<file path="src/rtl/timer_pkg.sv">
// rtl/timer_pkg.sv - shared constants and digit helpers for the BCD timer
package timer_pkg;

    localparam int DIGIT_W = 4;
    localparam logic DIR_DOWN = 1'b0;
    localparam logic DIR_UP = 1'b1;

    // Out-of-range preset digits saturate to the largest legal digit.
    function automatic logic [DIGIT_W-1:0] clamp_digit(input logic [DIGIT_W-1:0] value,
                                                       input int radix);
        if (int'(value) >= radix)
            return DIGIT_W'(radix - 1);
        return value;
    endfunction

endpackage

</file>
<file path="src/rtl/bcd_digit_cell.sv">
// rtl/bcd_digit_cell.sv - one loadable up/down digit with wrap at 0 and RADIX-1
module bcd_digit_cell
    import timer_pkg::*;
#(
    parameter int RADIX = 10
) (
    input  logic               clk,
    input  logic               rst,
    input  logic               load,
    input  logic [DIGIT_W-1:0] load_digit,
    input  logic               en_borrow,
    input  logic               en_carry,
    output logic [DIGIT_W-1:0] value,
    output logic               is_zero,
    output logic               is_max
);

    localparam logic [DIGIT_W-1:0] MAX_DIGIT = DIGIT_W'(RADIX - 1);

    assign is_zero = (value == '0);
    assign is_max  = (value == MAX_DIGIT);

    always_ff @(posedge clk or posedge rst) begin
        if (rst)
            value <= '0;
        else if (load)
            value <= load_digit;
        else if (en_borrow)
            value <= is_zero ? MAX_DIGIT : value - DIGIT_W'(1);
        else if (en_carry)
            value <= is_max ? '0 : value + DIGIT_W'(1);
    end

endmodule

</file>
<file path="src/rtl/bcd_countdown_timer.sv">
// rtl/bcd_countdown_timer.sv - multi-digit up/down timer with preset, pause and terminal pulse
module bcd_countdown_timer
    import timer_pkg::*;
#(
    parameter int NUM_DIGITS  = 2,
    parameter int RADIX       = 10,
    parameter int AUTO_RELOAD = 0
) (
    input  logic                          clk,
    input  logic                          rst,
    input  logic                          load,
    input  logic [DIGIT_W*NUM_DIGITS-1:0] load_val,
    input  logic                          tick,
    input  logic                          run,
    input  logic                          dir,
    output logic [DIGIT_W*NUM_DIGITS-1:0] digits,
    output logic                          done,
    output logic                          timeout
);

    localparam logic [DIGIT_W-1:0] MAX_DIGIT = DIGIT_W'(RADIX - 1);
    localparam logic [DIGIT_W-1:0] PRE_MAX   = DIGIT_W'(RADIX - 2);

    logic [DIGIT_W*NUM_DIGITS-1:0] clamped;
    logic [DIGIT_W*NUM_DIGITS-1:0] preset;
    logic [DIGIT_W*NUM_DIGITS-1:0] cell_load_val;
    logic [NUM_DIGITS-1:0]         is_zero;
    logic [NUM_DIGITS-1:0]         is_max;
    logic [NUM_DIGITS-1:0]         en_borrow;
    logic [NUM_DIGITS-1:0]         en_carry;
    logic count, step, reload, cell_load;
    logic lower_zero, lower_max, hi_zero, hi_max, near_term;

    assign done      = (dir == DIR_UP) ? &is_max : &is_zero;
    assign count     = tick & run & ~load;
    assign step      = count & ~done;
    assign reload    = (AUTO_RELOAD != 0) & count & done;
    assign cell_load = load | reload;
    assign cell_load_val = load ? clamped : preset;

    always_comb begin
        clamped    = '0;
        en_borrow  = '0;
        en_carry   = '0;
        lower_zero = 1'b1;
        lower_max  = 1'b1;
        for (int i = 0; i < NUM_DIGITS; i++) begin
            clamped[DIGIT_W*i +: DIGIT_W] = clamp_digit(load_val[DIGIT_W*i +: DIGIT_W], RADIX);
            en_borrow[i] = step & (dir == DIR_DOWN) & lower_zero;
            en_carry[i]  = step & (dir == DIR_UP) & lower_max;
            lower_zero   = lower_zero & is_zero[i];
            lower_max    = lower_max & is_max[i];
        end
    end

    // One step from terminal: digit 0 is one away and every higher digit is already terminal.
    always_comb begin
        hi_zero = 1'b1;
        hi_max  = 1'b1;
        for (int i = 1; i < NUM_DIGITS; i++) begin
            hi_zero = hi_zero & is_zero[i];
            hi_max  = hi_max & is_max[i];
        end
        if (dir == DIR_UP)
            near_term = (digits[DIGIT_W-1:0] == PRE_MAX) & hi_max;
        else
            near_term = (digits[DIGIT_W-1:0] == DIGIT_W'(1)) & hi_zero;
    end

    for (genvar g = 0; g < NUM_DIGITS; g++) begin : g_digit
        bcd_digit_cell #(.RADIX(RADIX)) u_cell (
            .clk        (clk),
            .rst        (rst),
            .load       (cell_load),
            .load_digit (cell_load_val[DIGIT_W*g +: DIGIT_W]),
            .en_borrow  (en_borrow[g]),
            .en_carry   (en_carry[g]),
            .value      (digits[DIGIT_W*g +: DIGIT_W]),
            .is_zero    (is_zero[g]),
            .is_max     (is_max[g])
        );
    end

    always_ff @(posedge clk or posedge rst) begin
        if (rst) begin
            preset  <= '0;
            timeout <= 1'b0;
        end else begin
            if (load)
                preset <= clamped;
            timeout <= step & near_term;
        end
    end

    logic unused_max;
    assign unused_max = ^MAX_DIGIT;

endmodule

</file>
<file path="config.mk">
export PLATFORM = sky130hd
export DESIGN_NAME = bcd_countdown_timer
export DESIGN_NICKNAME = d
export VERILOG_FILES = /design/src/rtl/timer_pkg.sv /design/src/rtl/bcd_digit_cell.sv /design/src/rtl/bcd_countdown_timer.sv
export SDC_FILE = /design/constraint.sdc
export NUM_CORES = 1
export LEC_CHECK = 0
export ABC_AREA = 1
export CAP_MARGIN = 20
export CORE_ASPECT_RATIO = 1.75
export CORE_MARGIN = 3
export CORE_UTILIZATION = 25
export DETAILED_ROUTE_END_ITERATION = 8
export PLACE_DENSITY = 0.55
export SLEW_MARGIN = 15
export SYNTH_ARGS = -nofsm -noshare
export SYNTH_HDL_FRONTEND = slang
export SYNTH_SLANG_ARGS = --single-unit
</file>
<file path="constraint.sdc">
create_clock -name clk -period 1.9 [get_ports clk]
set_input_delay 0.57 -clock clk [delete_from_list [all_inputs] [get_ports clk]]
set_output_delay 0.57 -clock clk [all_outputs]
set_load 0.01 [all_outputs]
</file>
==> CHANGELOG.md, run 1 <==
### Changed

- Flops after synth: 9
- Final WS setup: 0.0321 ns
- GP Congestion: 0.946
- Setup TNS: 0 ns
- Post-route clock skew: 0.00530 ns
- Drt drc: 0
- Final setup viols: 0
- Commonest Layout Cell: nand2_1
- Reg-to-reg setup timing slack: 0.23 ns
- NonClk Buf Share: 30.9%
- Cell chain of the critical path: buf_4 > clkdlybuf4s50_1
- Worst slack, placed: -0.644 ns
- Number of non-clock buffers in the layout: 56
- Startpoint Class: flop
- Req. time, crit path: 1.33 ns
- H-tree depth: 1
- Clock buffer cells: 4
- Aoi share: 13.7%
- Multi-input combinational area share: 42.4%
- Drt initial violations: 23
- Flop share of the area: 15.2%
- RSZ-0062 raised after global routing: true
- Comb power frac: 57.3%
- Hold buffer count at CTS: 0
- R2r worst-path depth: 12
- Core box area: 3430 um2
- Post-Syn Area: 916 um2
- Worst skew pair latency: 0.23 ns
- Switching fraction of total power: 40.4%
- Pwr top: combinational cells
- Yosys Instances: 148
- # clock sinks: 9
- FFs & Latches: 9
- Dpl cells: 245
- Status: completed
- Pwr dens: 769 nW/um2
- Maxcap violations: 0
- CTS tree: done
- Adder share: 0%
- Synth mux share: 0%
- Met2 WL post-DR: 1820 um
- Row count: 28
- First-pass GRT wire length: 5220 um
- Leading cell kind: multi-input combinational cells
- Hold WC Path Type: in2async
- Top Layout Cells: nand2_1, buf_4, nor2_1, clkdlybuf4s50_1, inv_1
- Post-Layout Cell Count: 252
- Average size of a mapped cell: 6.19 um2
- Critical path's largest stage delay: 0.52 ns
- Initial antenna violation count: 0
- Clock group: 0.223 mW
- Synth warnings: 0
- Slew HR: 77.9%
- Non-clock inverters: 19
- Comb_multi_in: 119
- WL met3: 131 um
- Largest net degree at the start of global routing: 10
- Clk pin slew, worst setup/hold paths: 0.05 ns
- Reg-to-reg endpoint: g_digit[1].u_cell.value[3]$_DFFE_PP0P_
- Seq. pwr: 0.269 mW
- Crit path buf inv count: 2
- Starting Density: 26.7%
- Simple Share, Synth: 52.5%
- Num CTS Buffers: 3
- Crit path kind: reg2out
- Finished Cell Area: 1500 um2
- Distinct lib cells: 21
- Dominant cell area share: 24.6%
- Fin crit period: 1.87 ns
- Register share of total power: 23.4%
- Clock-cell share: 3.01%
- CP startpoint: g_digit[0].u_cell.value[1]$_DFFE_PP0P_
- Slowest-stage cell, CP: clkdlybuf4s50_1
- Fill count: 398
- Tool warnings: 27
- Post-cts gate resize count: 14
- Grt ovf: 0
- Tap cells: 45
- WL met1: 1190 um
- DR top layer: met4
- Post-synthesis chip area from yosys: 916 um2
- Logic area: 634 um2
- Placed wire-length estimate: 2770 um
- Met1 Usage GRT: 14.7%
- FF/Latch Area: 228 um2
- CTS Root Cell: clkbuf_8
- Crit share post-route: 98.3%
- FMAX: 535 MHz
- Vias per cell: 4.85
- Cell area leaders: dfrtp_1, nand2_1, nor2_1
- Final Net Count: 222
- Syn Nets: 162
- Reg2reg start: g_digit[1].u_cell.value[1]$_DFFE_PP0P_
- Layout cells sized above 1: 33.8%
- Peak VDD IR: 0.416 mV
- Post-DP Area: 1420 um2
- Syn-to-layout area delta: 63.5%
- Gate Count Post-Synth: 148
- CP delay by family, top: buffers and inverters
- Hold WS: 0.591 ns
- Postcts setup bufs: 1
- Pwr Total: 1.15 mW
- Leakage: 0.729 nW
- Count of pins over their slew limit: 0
- CP Capture Type: output port
- Xor/xnor share of the synthesized area: 0.956%
- Crit Path Max Fanout: 4
- Clock share of power: 19.3%
- TritonRoute pass-1 iters: 4
- Register share after synthesis: 24.6%
- Number of routed nets with antenna violations: 0
- Largest area contributor in the netlist: dfrtp_1
- Worst EP arrival: 1.30 ns
- # diodes: 0
[run 1: worst max-delay path by stage]
stage / slack, ns / depth (start not counted) / endpoint
floorplan: 0.24 / 5 / done
global placement: -0.61 / 7 / done
detailed placement: -0.64 / 7 / done
CTS: 0.007 / 7 / done
global route: -0.06 / 7 / done
finish: 0.03 / 2 / digits[1]
[run 1: registers in the layout, summed over array words and instances, names as in the netlist]
| name | cells |
|---|---|
| g_digit.u_cell.value | 8 |
| timeout | 1 |
[run 1: synthesized netlist by cell type, drive strengths merged]
cell and instances:
a21oi 12, a22oi 2, buf 1, dfrtp 9, inv 19, nand2 40, nand3 13, nand4 10
nor2 32, nor3b 1, o211ai 1, o21ai 7, xor2 1
[run 1: cell families after synthesis]
group,Yosys count
compound gates,22
xor+xnor,1
buf+inv,20
flops,9
simple gates,96
### Ports around the boundary, run 1

Scale bar: 20 um. Pins as bars across the die edge, other pins in grey.
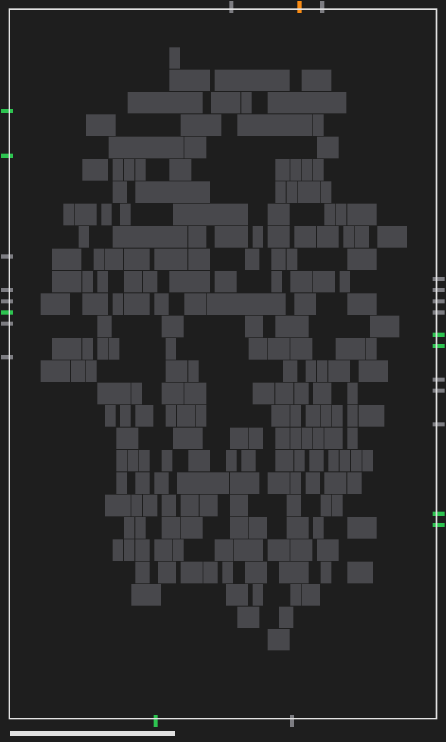
[green] digits | pins: 8 | direction: output | edge: 4 right, 3 left, 1 bottom
[orange] clk | pins: 1 | direction: input | edge: top
width of the chip: 51.8 um
port bufs: 23
Die H: 86.1 um

### M2 wires, run 1

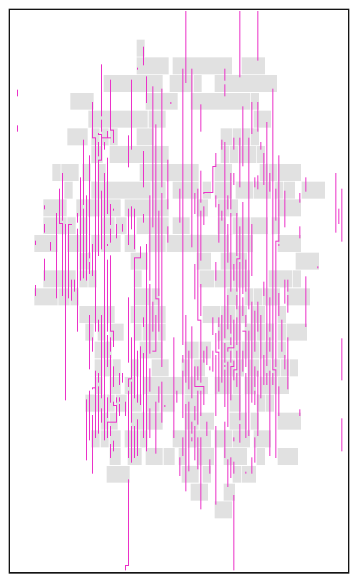
nets with wire on the layer: 194
wire length on this layer: 1820 um
drt total wl: 3290 um
met2 Usage GRT: 29.7%
Via Count: 1222

### Track usage over the die, run 1

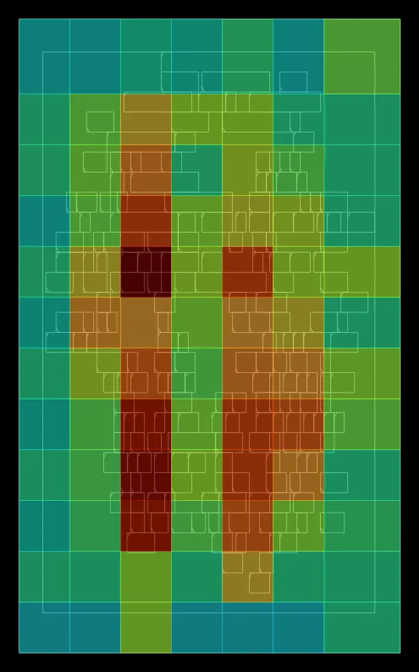
Final Util: 43.6%
total global routing track utilization: 15.6%
busiest grt layer: met2
grt met3 use: 1.74%
routed length per instance: 13.1 um

==> run 2, diff against run 1 <==
Settings changed: PLACE_DENSITY 0.55 to 0.54.
### Wires at chosen ports, followed through buffers, run 2

Scale bar: 20 um.
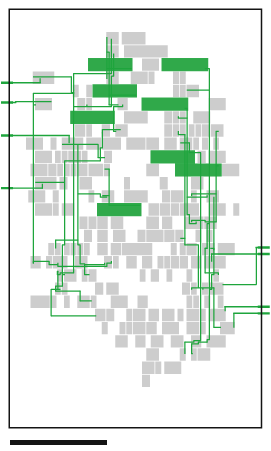
[green] digits | bits: 8 | direction: output | edge: 4 right, 4 left | end cells: 8 | buffers: 15 | wire: 698 um
I/O pins: 24

### M2 wires, run 2

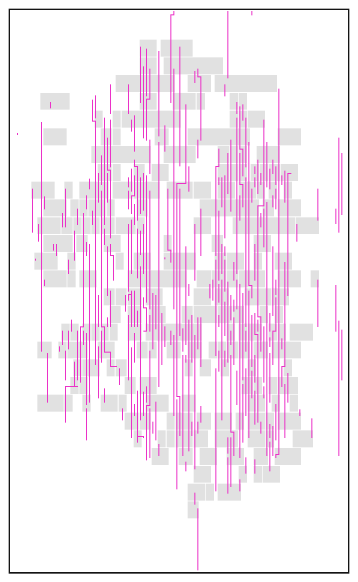
wire length on this layer: 1900 um
main direction: vertical
nets with wire on the layer: 183
share of all routed wire: 57%
longest straight run: 55.9 um

==> run 2 against run 1 <==
  * Combinational power is 0.9% lower
  * Core utilization is 0.51 points higher
  * Hold slack better by 0.0048 ns
  * Critical path depth stayed put
  * Global-route usage is 1.2 points higher
  * Total power about the same
  * Area after synthesis did not move
  * Via count down 3.3%
  * Die size did not move
==> CHANGELOG.md, run 2 <==
### Changed

- Largest regs: g_digit.u_cell.value x8, timeout x1
- Post-Syn Area: 916 um2
- Final setup viols: 0
- Reg2reg start: g_digit[1].u_cell.value[1]$_DFFE_PP0P_
- Dominant cell area share: 24.6%
- Crit Path Max Fanout: 5
- Final Net Count: 221
- Crit share post-route: 96.8%
- Yosys Instances: 148
- Adder share: 0%
- Distinct lib cells: 21
- Reg-to-reg setup timing slack: 0.20 ns
- Status: completed
- Pwr Total: 1.15 mW
- Count of library flops with an enable pin: 0
- Port bufs: 23
- Clock group: 0.228 mW
- Post-Layout Cell Count: 251
- Flops after synth: 9
- Clock-cell share: 2.97%
- Top Layout Cells: nand2_1, buf_4, nor2_1, clkdlybuf4s50_1, inv_1
- Number of flip-flops under the largest register name: 8
- Post-cts gate resize count: 8
- Seq. pwr: 0.270 mW
- Fill count: 395
- Leakage: 0.755 nW
- TritonRoute pass-1 iters: 4
- Final WS setup: 0.0607 ns
- RSZ-0062 raised after global routing: true
- Pwr dens: 760 nW/um2
- Comb power frac: 56.7%
- Clock share of power: 19.8%
- Register share after synthesis: 24.6%
- Met2 Usage GRT: 33.4%
- Post-synth ARST share: 100%
- Count of pins over their slew limit: 0
- H-tree depth: 1
- FF/Latch Area: 229 um2
- FFs & Latches: 9
- Most common cell in the synthesized netlist: nand2_1
- Vias per cell: 4.71
- # diodes: 0
- Maxcap violations: 0
- Worst slack, placed: -0.638 ns
- Gate Count Post-Synth: 148
- CTS Root Cell: clkbuf_8
- Routed length per instance: 13.3 um
- Worst skew pair latency: 0.24 ns
- Tool warnings: 28
- Startpoint Class: flop
- Simple Share, Synth: 52.5%
- Critical path depth: 2
- Largest area contributor in the netlist: dfrtp_1
- Grt ovf: 0
- Peak VDD IR: 0.349 mV
- Xor/xnor share of the synthesized area: 0.956%
- CP Capture Type: output port
- Num CTS Buffers: 3
- Multi-input combinational area share: 42.2%
- Largest Register: g_digit.u_cell.value
- Layout cells sized above 1: 34.5%
- Row count: 28
- Via Count: 1182
- Cell chain of the critical path: buf_4 > clkdlybuf4s50_1
- Switching fraction of total power: 40.9%
- WL met3: 103 um
- R2r worst-path depth: 12
- Crit path kind: reg2out
- Synth mux share: 0%
- Cell area leaders: dfrtp_1, nand2_1, nor2_1
- Postcts setup bufs: 1
- Total global routing track utilization: 16.8%
- First-pass GRT wire length: 5580 um
- CP delay by family, top: buffers and inverters
- Placed wire-length estimate: 2780 um
- Largest net degree at the start of global routing: 10
- Syn-to-layout area delta: 65.4%
- Logic area: 639 um2
- Synth warnings: 0
- Busiest grt layer: met2
- Starting Density: 26.7%
- Reg-to-reg endpoint: g_digit[1].u_cell.value[3]$_DFFE_PP0P_
- FMAX: 544 MHz
- Post-route clock skew: 0.00506 ns
- GP Congestion: 0.907
- Req. time, crit path: 1.33 ns
- Slowest-stage cell, CP: clkdlybuf4s50_1
- Core box area: 3430 um2
- Comb_multi_in: 119
- Non-clock inverters: 19
- Synth cell count leaders: nand2_1, nor2_1, inv_1
- Aoi share: 13.7%
- Width of the chip: 51.8 um
- Critical path's largest stage delay: 0.54 ns
- Initial antenna violation count: 0
- DR top layer: met4
- Drt initial violations: 33
[run 2: cell types whose count changed in the layout (fill, tap and decap cells not counted), sizes merged]
| cell | delta |
|---|---|
| dlygate4sd2 | -2 |
| dlymetal6s2s | +4 |
| clkdlybuf4s50 | -2 |
| buf | -1 |
[run 2: through the flow]
step | utilization [%] | instance area [um2] | setup TNS (ns) | hold slack [ns]
floorplan | - | 916 | 0 | 0.398
CTS | 43.0 | 1480 | -0.0331 | 0.605
global placement | 41.7 | 1430 | -1.34 | 0.626
finish | 44.1 | 1520 | 0 | 0.596
global route | 44.1 | 1520 | -0.00206 | 0.637
detailed placement | 41.7 | 1430 | -1.41 | 0.628
[run 2: cell families after synthesis]
kind of cell | count (synthesis)
simple gates | 96
compound gates | 22
buf+inv | 20
flops | 9
xor+xnor | 1
Power figures rest on the tool's default switching activity, not on a simulated workload.
